File: src/rtl/mul_ctrl_pkg.sv
// Shared opcodes, FSM state encoding and default iteration count for the
// multiplier scheduler.
package mul_ctrl_pkg;

  localparam int         ITER_DEFAULT = 32;
  localparam logic [5:0] OP_MULTU     = 6'b011001;
  localparam logic [5:0] OP_OUT       = 6'b111111;

  typedef enum logic [2:0] {
    ST_IDLE  = 3'd0,
    ST_LOAD  = 3'd1,
    ST_RUN   = 3'd2,
    ST_DRAIN = 3'd3,
    ST_DONE  = 3'd4
  } mul_state_e;

  // Index of the highest set bit plus one; zero operand maps to 1 RUN cycle.
  function automatic int run_len(input logic [31:0] b);
    int n;
    n = 1;
    for (int i = 0; i < 32; i++) begin
      if (b[i]) n = i + 1;
    end
    return n;
  endfunction

endpackage

File: src/rtl/mul_rr_arbiter.sv
// Two-way round-robin grant: on a tie the requester that did not own the
// previous operation wins; a lone request is always granted.
module mul_rr_arbiter (
  input  logic req0,
  input  logic req1,
  input  logic last_owner,
  output logic grant
);

  always_comb begin
    grant = 1'b0;
    if (req0 && req1) begin
      grant = ~last_owner;
    end else if (req1) begin
      grant = 1'b1;
    end
  end

endmodule

File: src/rtl/mul_sched.sv
// Scheduler sharing one shift-add multiplier between two requesters.
// Optional build macro MUL_EARLY_EXIT_EN shortens RUN to the multiplier width.
//
// state    | meaning
// IDLE     | waiting for a request, arbitration and operand latch
// LOAD     | mul_load pulse, operands presented to the multiplier
// RUN      | MULTU iterations
// DRAIN    | multiplier settles, product captured on exit
// DONE     | done pulse to the owner, last_owner updated on exit
module mul_sched
  import mul_ctrl_pkg::*;
#(
  parameter int ITER = ITER_DEFAULT
) (
  input  logic        clk,
  input  logic        reset,
  input  logic        req0,
  input  logic        req1,
  input  logic [31:0] a0,
  input  logic [31:0] a1,
  input  logic [31:0] b0,
  input  logic [31:0] b1,
  output logic        done0,
  output logic        done1,
  output logic [63:0] result,
  output logic        busy,
  output logic [5:0]  mul_signal,
  output logic        mul_load,
  output logic [31:0] mul_a,
  output logic [31:0] mul_b,
  input  logic [63:0] mul_product
);

  localparam logic [5:0] ITER_LAST = 6'(ITER - 1);

  mul_state_e  state_q, state_d;
  logic [5:0]  cnt_q, cnt_d;
  logic        owner_q, owner_d;
  logic        last_owner_q, last_owner_d;
  logic [31:0] a_q, a_d;
  logic [31:0] b_q, b_d;
  logic [63:0] result_q, result_d;
  logic        grant;
  logic        run_last;

`ifdef MUL_EARLY_EXIT_EN
  logic [31:0] shadow_q, shadow_d;
`endif

  mul_rr_arbiter u_arb (
    .req0       (req0),
    .req1       (req1),
    .last_owner (last_owner_q),
    .grant      (grant)
  );

`ifdef MUL_EARLY_EXIT_EN
  // Leave once no multiplier bits remain beyond the one consumed this cycle.
  assign run_last = (cnt_q == ITER_LAST) || (shadow_q[31:1] == 31'd0);
`else
  assign run_last = (cnt_q == ITER_LAST);
`endif

  always_comb begin
    state_d      = state_q;
    cnt_d        = cnt_q;
    owner_d      = owner_q;
    last_owner_d = last_owner_q;
    a_d          = a_q;
    b_d          = b_q;
    result_d     = result_q;
`ifdef MUL_EARLY_EXIT_EN
    shadow_d     = shadow_q;
`endif
    case (state_q)
      ST_IDLE: begin
        if (req0 || req1) begin
          owner_d = grant;
          a_d     = grant ? a1 : a0;
          b_d     = grant ? b1 : b0;
          state_d = ST_LOAD;
        end
      end
      ST_LOAD: begin
        cnt_d   = 6'd0;
`ifdef MUL_EARLY_EXIT_EN
        shadow_d = b_q;
`endif
        state_d = ST_RUN;
      end
      ST_RUN: begin
        cnt_d = cnt_q + 6'd1;
`ifdef MUL_EARLY_EXIT_EN
        shadow_d = shadow_q >> 1;
`endif
        if (run_last) state_d = ST_DRAIN;
      end
      ST_DRAIN: begin
        result_d = mul_product;
        state_d  = ST_DONE;
      end
      ST_DONE: begin
        last_owner_d = owner_q;
        state_d      = ST_IDLE;
      end
      default: state_d = ST_IDLE;
    endcase
  end

  always_ff @(posedge clk) begin
    if (reset) begin
      state_q      <= ST_IDLE;
      cnt_q        <= 6'd0;
      owner_q      <= 1'b0;
      last_owner_q <= 1'b1;
      a_q          <= 32'd0;
      b_q          <= 32'd0;
      result_q     <= 64'd0;
`ifdef MUL_EARLY_EXIT_EN
      shadow_q     <= 32'd0;
`endif
    end else begin
      state_q      <= state_d;
      cnt_q        <= cnt_d;
      owner_q      <= owner_d;
      last_owner_q <= last_owner_d;
      a_q          <= a_d;
      b_q          <= b_d;
      result_q     <= result_d;
`ifdef MUL_EARLY_EXIT_EN
      shadow_q     <= shadow_d;
`endif
    end
  end

  assign busy       = (state_q != ST_IDLE);
  assign mul_load   = (state_q == ST_LOAD);
  assign mul_signal = (state_q == ST_RUN) ? OP_MULTU : OP_OUT;
  assign done0      = (state_q == ST_DONE) && !owner_q;
  assign done1      = (state_q == ST_DONE) && owner_q;
  assign mul_a      = a_q;
  assign mul_b      = b_q;
  assign result     = result_q;

endmodule

File: config.mk
export PLATFORM = sky130hd
export DESIGN_NAME = mul_sched
export DESIGN_NICKNAME = d
export VERILOG_FILES = /design/src/rtl/mul_ctrl_pkg.sv /design/src/rtl/mul_rr_arbiter.sv /design/src/rtl/mul_sched.sv
export SDC_FILE = /design/constraint.sdc
export NUM_CORES = 1
export LEC_CHECK = 0
export CAP_MARGIN = 15
export CORE_MARGIN = 8
export CORE_UTILIZATION = 34
export DETAILED_ROUTE_END_ITERATION = 8
export PLACE_DENSITY = 0.76
export SLEW_MARGIN = 10
export SYNTH_ARGS = -nofsm -noshare
export SYNTH_HDL_FRONTEND = slang
export SYNTH_SLANG_ARGS = --single-unit
File: constraint.sdc
create_clock -name clk -period 1.2 [get_ports clk]
set_input_delay 0.18 -clock clk [delete_from_list [all_inputs] [get_ports clk]]
set_output_delay 0.18 -clock clk [all_outputs]
set_load 0.005 [all_outputs]
**Run 1: metal 4**

Supply wires on this layer in gray.
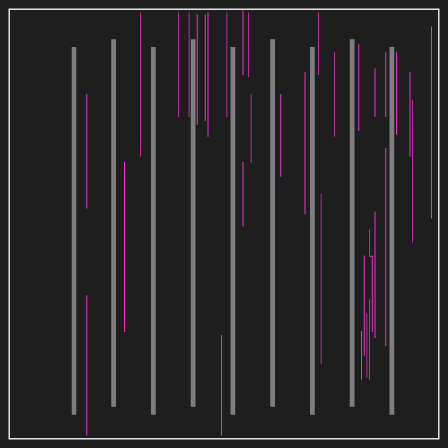
longest straight run: 67.3 µm
nets with wire on the layer: 26
wire length after detailed routing: 27800 µm
count of vias placed by the detailed router: 7006

**Run 1: cells by drive strength**

The bar under the picture is 50 µm long.
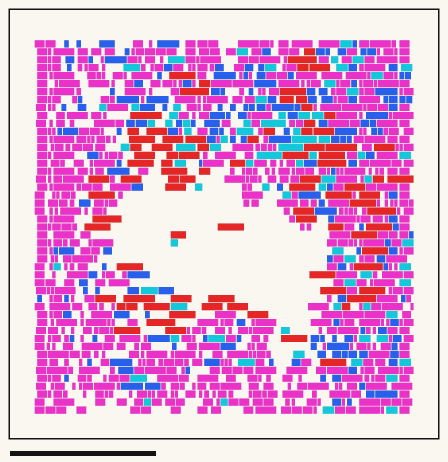
[_6 and larger] red | cells: 88 | share: 8.0%
[_2 cells] blue | cells: 184 | share: 17%
[_0 and _1 cells] magenta | cells: 756 | share: 68%
[_3 and _4 cells] cyan | cells: 77 | share: 7.0%
Setup WS post-layout: -0.384 ns
Final Cell Area: 11500 µm²
area added between synthesis and finish: 98.7%
total of plain and repair buffers excluding clock buffers: 416

**Run 1: sequential cells grouped by signal name**

Other sequential cells in the stronger gray, the rest of the logic in the fainter gray.
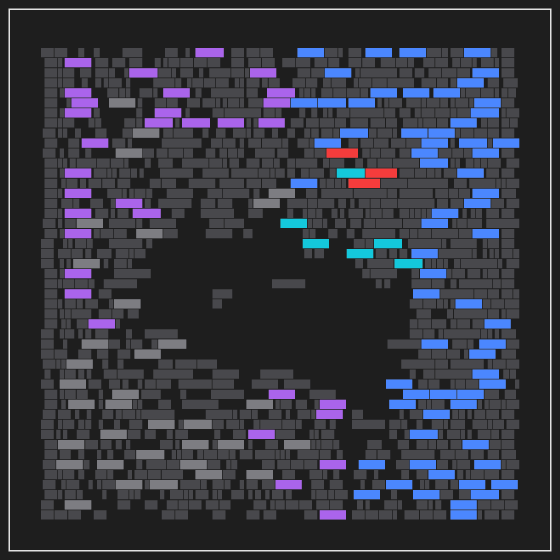
[cnt_q] cyan | sequential cells: 6
[mul_a] purple | sequential cells: 32
[result] blue | sequential cells: 64 | where: a column on the right
[state_q] red | sequential cells: 3
not colored: 34
fraction of area in registers: 0.246
Flop+latch power: 5440 µW
Final Util: 0.691

==> design notes, run 1 <==
The flow ran to the end, but the final reports show violations. The checks that failed: negative setup slack. Entering global routing, the biggest net connects 54 pins. The length of the first detailed-routing pass in iterations came out at 4. The number of buffers added to fix hold violations after cts is 0, and the post-synth design cell area is 5760 µm².

The CTS report gives the tree buffer count as 17. OpenSTA lists the critical path startpoint as state_q[2]$_SDFFE_PP0P_. Measured along the y axis, the die boundary spans 146 µm. The number of buffers added for setup after CTS was 13; the power consumed by combinational cells was 4720 µW. The tools report the worst hold path startpoint as reset. The logs give -0.384 ns for the final worst-path setup slack and 730 for the number of standard cells reported by yosys. The number of storage elements in the synthesis netlist is 139. The commonest cells after synthesis are nand2_1, dfxtp_1, a21oi_1, a311oi_1, buf_2. For the number of standard-cell rows in the floorplan, the log shows 47. The share of total power in combinational logic is 0.299, and the sequential cell area is 2820 µm². The number of placed instances, taps included, is 1250. The die covers 21400 µm². Along the worst hold path, the cell count comes to 2. The cell sitting at the root of the clock tree is a clkbuf_16. The longest incremental delay of any stage on the critical path is reported as 0.36 ns.

The number of setup violations in the final report came out at 142. With the post-placement cell area at 9480 µm², the final worst-path cycle share is 1.32. The first global-routing pass estimated 38700 µm of wire.

The violation tally recorded at the end of detailed-routing iteration 0 is 294. In this build the clock could be raised as far as 631 MHz. The die is 146 µm wide.

Portion of synthesized cell area occupied by the leading cell type: 0.483. The run gives 16400 µm as the HPWL after detailed placement. The worst setup path is launched from a flop. The total overflow left after global routing is 0. The critical path required time came out at 1.55 ns.

The library cells used most frequently in the layout, excluding fill and tap cells, are nand2_1, clkdlybuf4s50_1, dfxtp_1, clkdlybuf4s15_1, a21oi_1. The share of cell area taken by muxes after synthesis was 0. CTS reports a maximum clock tree buffer depth of 2.

For this design the top-level I/O count stands at 334. Walking the worst path, the cells encountered are buf_6, buf_6, and3b_2, buf_12, buf_12, clkbuf_16, nand2_1, a21oi_1. Power spread over the standard cell area amounts to 1380 nW/µm². Per the timing report, the biggest fanout along the worst path comes to 5. The count of flip-flops with a built-in enable after synthesis is 0, and the post-route met1 wirelength is 10200 µm.

Pins over their slew limit in the final report were tallied at 0. The most common logic cell in the routed design is nand2_1. The post-layout net count is 1289. The path type of the worst min-delay path was in2reg. The global placement routability congestion came out at 0.784.
## Run 2: what changed since run 1
CORE_UTILIZATION = 30   (was 34)
PLACE_DENSITY = 0.68   (was 0.76)
**Run 2: sequential cells grouped by signal name**

Other sequential cells in the stronger gray, the rest of the logic in the fainter gray.
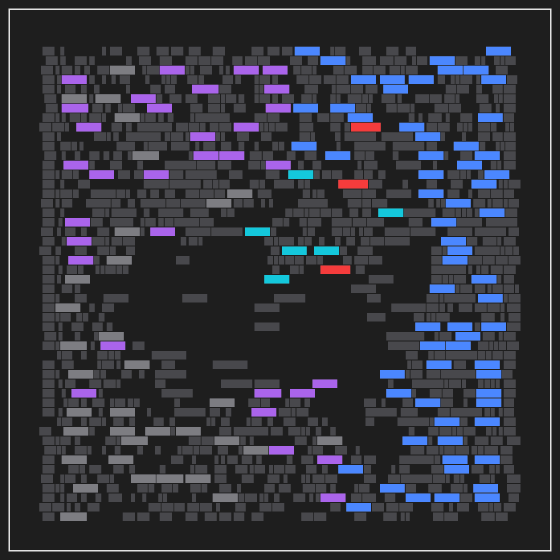
[mul_a] purple | sequential cells: 32
[result] blue | sequential cells: 64
[state_q] red | sequential cells: 3
[cnt_q] cyan | sequential cells: 6 | where: middle
fraction of area in registers: 0.251
Flop+latch power: 5400 µW
Final Util: 0.596
area occupied by registers: 2800 µm²

==> run 2 against run 1 <==
The flow still finishes with violations (negative setup slack). Utilization decreased by 9.5 points. Via count shrank 3.4%. First-iteration DRC count shrank 17%. Critical endpoint is now mul_a[0]$_SDFFE_PP0P_. Fmax shrank 2.7%. Clock skew increased by 0.0028 ns. Sequential share of layout area is 0.46 points higher. Critical path type unchanged.
==> design notes, run 2 <==
The tools report the die area as 23900 µm² (was 21400 µm²). Path type of the worst min-delay path: in2reg (unchanged). The run gives 730 (unchanged) for the number of instances in the synthesized netlist. The power consumed by combinational cells was 4620 µW (was 4720 µW).

The most frequent cell after synthesis is nand2_1 (unchanged). The run gives 5000 µW (was 5630 µW) as the power attributed to the clock group. For the number of design rule violations left after detail routing, the log shows 0 (unchanged). Clock network area share: 0.0502 (was 0.0546).

Violations in the final reports: negative setup slack (unchanged). The uppermost layer routed is met4 (unchanged). The run gives 2 (unchanged) as the buffer levels on the longest clock path. The I/O pin count came out at 334 (unchanged). Post-synth area hogs: dfxtp_1, nand2_1, a21oi_1 (unchanged). The global placement routability congestion came out at 0.795 (was 0.784). The critical path's top delay family was buffers and inverters (unchanged).

The critical path startpoint category is a flop (unchanged). With the delay of the slowest cell on the worst path at 0.36 ns (about the same), the count of flip-flops with a built-in enable after synthesis is 0 (unchanged). The tools report the post-synth design cell area as 5760 µm² (unchanged). The critical path required time was 1.48 ns (was 1.55 ns); the count of non-CTS buffers in the layout was 420 (was 416). The maximum fanout along the worst path is 11 (was 5), and the wire length after detailed routing is 25700 µm (was 27800 µm). The number of standard cells reported by yosys is 730 (unchanged). The tools report the global routing met3 resource utilization as 0.0755 (was 0.0868). The length of the first detailed-routing pass in iterations was 4 (unchanged). The most common logic cell in the routed design is nand2_1 (unchanged). The power per cell area was 1340 nW/µm² (was 1380 nW/µm²); the maximum frequency from static timing analysis was 614 MHz (was 631 MHz).

The tools report the number of buffers added for setup after CTS as 26 (was 13). The x dimension of the die was 155 µm (was 146 µm). The tools report the max-slew violation total from the final report as 0 (unchanged). Share of cell area taken by muxes after synthesis: 0 (unchanged). For the post-route met1 wirelength, the log shows 10100 µm (was 10200 µm). The run finished, with violations left.

Top cells by count: nand2_1, dfxtp_1, a21oi_1, a311oi_1, buf_2 (unchanged). The number of storage elements in the synthesis netlist is 139 (unchanged), and the number of buffers added to fix hold violations after cts is 0 (unchanged). The tools report the post-placement cell area as 9410 µm² (was 9480 µm²).

The run gives 1258 (was 1250) as the number of placed instances, taps included. The termination of the worst setup path was mul_a[0]$_SDFFE_PP0P_ (was result[16]$_SDFFE_PP0P_). The largest net degree at the start of global routing is 56 (was 54), and the post-layout net count is 1293 (was 1289). With the share of total power in combinational logic at 0.307 (was 0.299), the switching part of the total power is 0.290 (was 0.297). Dominant power group: registers (was clock). The via count came out at 6771 (was 7006).

The run gives 138 (was 142) for the number of setup violations in the final report. Final worst-path setup slack: -0.429 ns (was -0.384 ns). The run gives 50 (was 47) as the number of standard-cell rows in the floorplan. Floorplan core area: 18800 µm² (was 16600 µm²). The run gives 245 (was 294) for the DRC violation total after the first TritonRoute iteration. The tools report the met1 usage as 0.223 (was 0.250). The tools report the HPWL after detailed placement as 16000 µm (was 16400 µm).

The worst-path cell with the longest stage delay is dfxtp_4 (unchanged). With the final worst-path cycle share at 1.36 (was 1.32), the number of instances on the worst hold path is 3 (was 2). The run gives 0.197 (was 0.226) for the total global routing track utilization. The tools report the number of clock buffers inserted by TritonCTS as 17 (unchanged). Launch point of the critical path: state_q[0]$_SDFFE_PP0P_ (was state_q[2]$_SDFFE_PP0P_).

With the number of antenna violations at the first check in global routing at 0 (unchanged), the area share of and-or/or-and cells after synthesis is 0.237 (unchanged). The worst hold path startpoint is reset (unchanged). For the global route total overflow, the log shows 0 (unchanged).

The portion of synthesized cell area occupied by the leading cell type was 0.483 (unchanged). The tools report the internal power of the cells as 10700 µW (was 11100 µW). Overall die height: 155 µm (was 146 µm). The count of unique library cells instantiated by Yosys came out at 42 (unchanged). Leading cell types in the layout, fill and taps excluded: nand2_1, clkdlybuf4s50_1, dfxtp_1, a21oi_1, clkdlybuf4s15_1 (was nand2_1, clkdlybuf4s50_1, dfxtp_1, clkdlybuf4s15_1, a21oi_1). Critical-path cell list: buf_6, nor3_4, buf_6, buf_12, buf_12, a21oi_1, a311oi_1 (was buf_6, buf_6, and3b_2, buf_12, buf_12, clkbuf_16, nand2_1, a21oi_1).

The run gives 37600 µm (was 38700 µm) as the wire length of the first global-routing pass. The root buffer cell is clkbuf_16 (unchanged).
**Run 2: cells by drive strength**

The bar under the picture is 50 µm long.
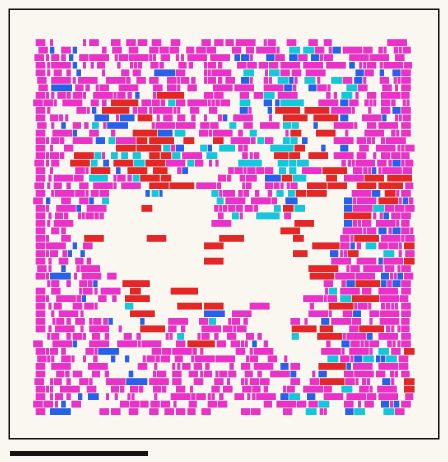
[_2 cells] blue | cells: 112 | share: 10%
[_6 and larger] red | cells: 87 | share: 7.9%
[_3 and _4 cells] cyan | cells: 74 | share: 6.7%
[_0 and _1 cells] magenta | cells: 835 | share: 75%
area added between synthesis and finish: 94.0%
Final Cell Area: 11200 µm²

## Run 3: what changed since run 2
CORE_UTILIZATION = 34   (was 30)
HOLD_SLACK_MARGIN = 0.08   (was not set)
PLACE_DENSITY = 0.76   (was 0.68)
**Run 3: sequential cells grouped by signal name**

Other sequential cells in the stronger gray, the rest of the logic in the fainter gray.
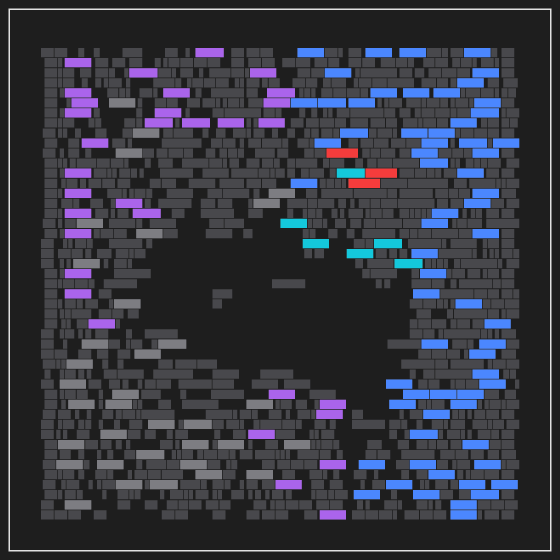
[mul_a] purple | sequential cells: 32
[result] blue | sequential cells: 64 | where: a column on the right
[cnt_q] cyan | sequential cells: 6
[state_q] red | sequential cells: 3
Final Util: 0.691
Flop+latch power: 5440 µW

==> run 3 against run 2 <==
The run still ends with negative setup slack left. Combinational power grew 2%. Global-route usage grew 2.9 points. Worst hold slack gained 0.082 ns. Fmax grew 2.7%. Sequential power grew 0.7%. Power grew 5.1%. Count of clock-buffer cells in the layout is the same. Register-to-register slack gained 0.04 ns. Largest cell class unchanged.
==> design notes, run 3 <==
The floorplan core area was 16600 µm² (was 18800 µm²). The run gives 0.784 (was 0.795) as the global placement routability congestion. Share of total power in combinational logic: 0.299 (was 0.307).

The area added between synthesis and finish came out at 98.9% (was 94.0%). The run gives 2820 µm² (was 2800 µm²) for the sequential cell area. The root buffer cell is clkbuf_16 (unchanged).

The tools report the tally of filler cells in the layout as 1199 (was 1656). Violations in the final reports: negative setup slack (unchanged). The number of clock buffers inserted by TritonCTS was 17 (unchanged); the number of setup violations in the final report was 143 (was 138). The worst-path cell with the longest stage delay was dfxtp_4 (unchanged).

The x dimension of the die was 146 µm (was 155 µm); the max-slew violation total from the final report was 0 (unchanged). With the total non-filler cell area in the finished layout at 11500 µm² (was 11200 µm²), the clock period minus final worst setup slack is 1.59 ns (was 1.63 ns). Most frequent cell after synthesis: nand2_1 (unchanged).

The final worst-path cycle share was 1.32 (was 1.36); the delay of the slowest cell on the worst path was 0.36 ns (about the same). Number of instances on the worst hold path: 3 (unchanged). The run gives 1.55 ns (was 1.48 ns) as the critical path required time. With the post-placement cell area at 9480 µm² (was 9410 µm²), the overall die height is 146 µm (was 155 µm). The met1 usage is 0.250 (was 0.223).

Critical-path cell list: buf_6, buf_6, and3b_2, buf_12, buf_12, clkbuf_16, nand2_1, a21oi_1 (was buf_6, nor3_4, buf_6, buf_12, buf_12, a21oi_1, a311oi_1). The launch point of the critical path was state_q[2]$_SDFFE_PP0P_ (was state_q[0]$_SDFFE_PP0P_). The run gives -0.385 ns (was -0.429 ns) as the final worst-path setup slack.

The number of storage elements in the synthesis netlist is 139 (unchanged). The clock network area share is 0.0546 (was 0.0502). Critical path's top delay family: buffers and inverters (unchanged). The global routing met3 resource utilization was 0.0868 (was 0.0755). Top cells by count: nand2_1, dfxtp_1, a21oi_1, a311oi_1, buf_2 (unchanged). Area share of and-or/or-and cells after synthesis: 0.237 (unchanged). The post-route met1 wirelength is 10100 µm (about the same), and the die area is 21400 µm² (was 23900 µm²).

For the post-layout net count, the log shows 1290 (was 1293). The number of design rule violations left after detail routing is 0 (unchanged). The run gives 0.246 (was 0.251) for the fraction of area in registers. For the internal power of the cells, the log shows 11100 µW (was 10700 µW). The tools report the post-synth design cell area as 5760 µm² (unchanged). Maximum fanout along the worst path: 5 (was 11).

The most common logic cell in the routed design was nand2_1 (unchanged). The run gives 334 (unchanged) for the I/O pin count. Power attributed to the clock group: 5630 µW (was 5000 µW). The tools report the critical path startpoint category as a flop (unchanged). The run gives 4720 µW (was 4620 µW) as the power consumed by combinational cells.

The uppermost layer routed is met4 (unchanged). The run gives 2 (unchanged) as the buffer levels on the longest clock path. The count of non-CTS buffers in the layout is 417 (was 420). The run gives 38700 µm (was 37600 µm) as the wire length of the first global-routing pass.

The global routing met2 resource utilization was 0.387 (was 0.332); the power per cell area was 1380 nW/µm² (was 1340 nW/µm²). The run finished, with violations left. Count of flip-flops with a built-in enable after synthesis: 0 (unchanged).

With the number of buffers added to fix hold violations after cts at 1 (was 0), the number of standard cells reported by yosys is 730 (unchanged). The number of placed instances, taps included came out at 1250 (was 1258). The worst hold path startpoint was mul_product[7] (was reset). The length of the first detailed-routing pass in iterations came out at 5 (was 4).

Post-synth area hogs: dfxtp_1, nand2_1, a21oi_1 (unchanged). Number of antenna violations at the first check in global routing: 0 (unchanged). The average detailed-routed wire length per instance was 21.0 µm (was 19.2 µm); the number of buffers added for setup after CTS was 13 (was 26).

The share of cell area taken by muxes after synthesis is 0 (unchanged). The maximum frequency from static timing analysis was 631 MHz (was 614 MHz); the number of standard-cell rows in the floorplan was 47 (was 50). The tools report the DRC violation total after the first TritonRoute iteration as 329 (was 245).

The portion of synthesized cell area occupied by the leading cell type was 0.483 (unchanged); the switching part of the total power was 0.297 (was 0.290). Number of flip-flops and latches: 139 (unchanged). The HPWL after detailed placement is 16400 µm (was 16000 µm).

The dominant power group is clock (was registers).
**Run 3: metal 4**

Supply wires on this layer in gray.
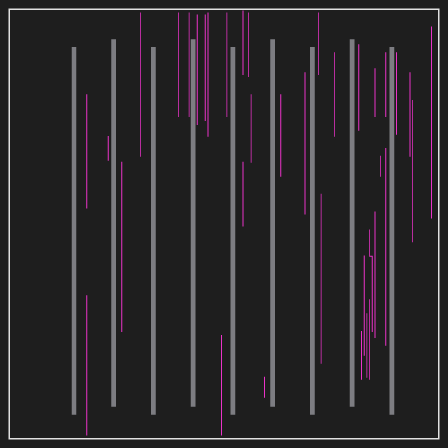
longest straight run: 67.3 µm
nets with wire on the layer: 28
count of vias placed by the detailed router: 7032
wire length after detailed routing: 27800 µm

Power is estimated from default activity; no workload was simulated.
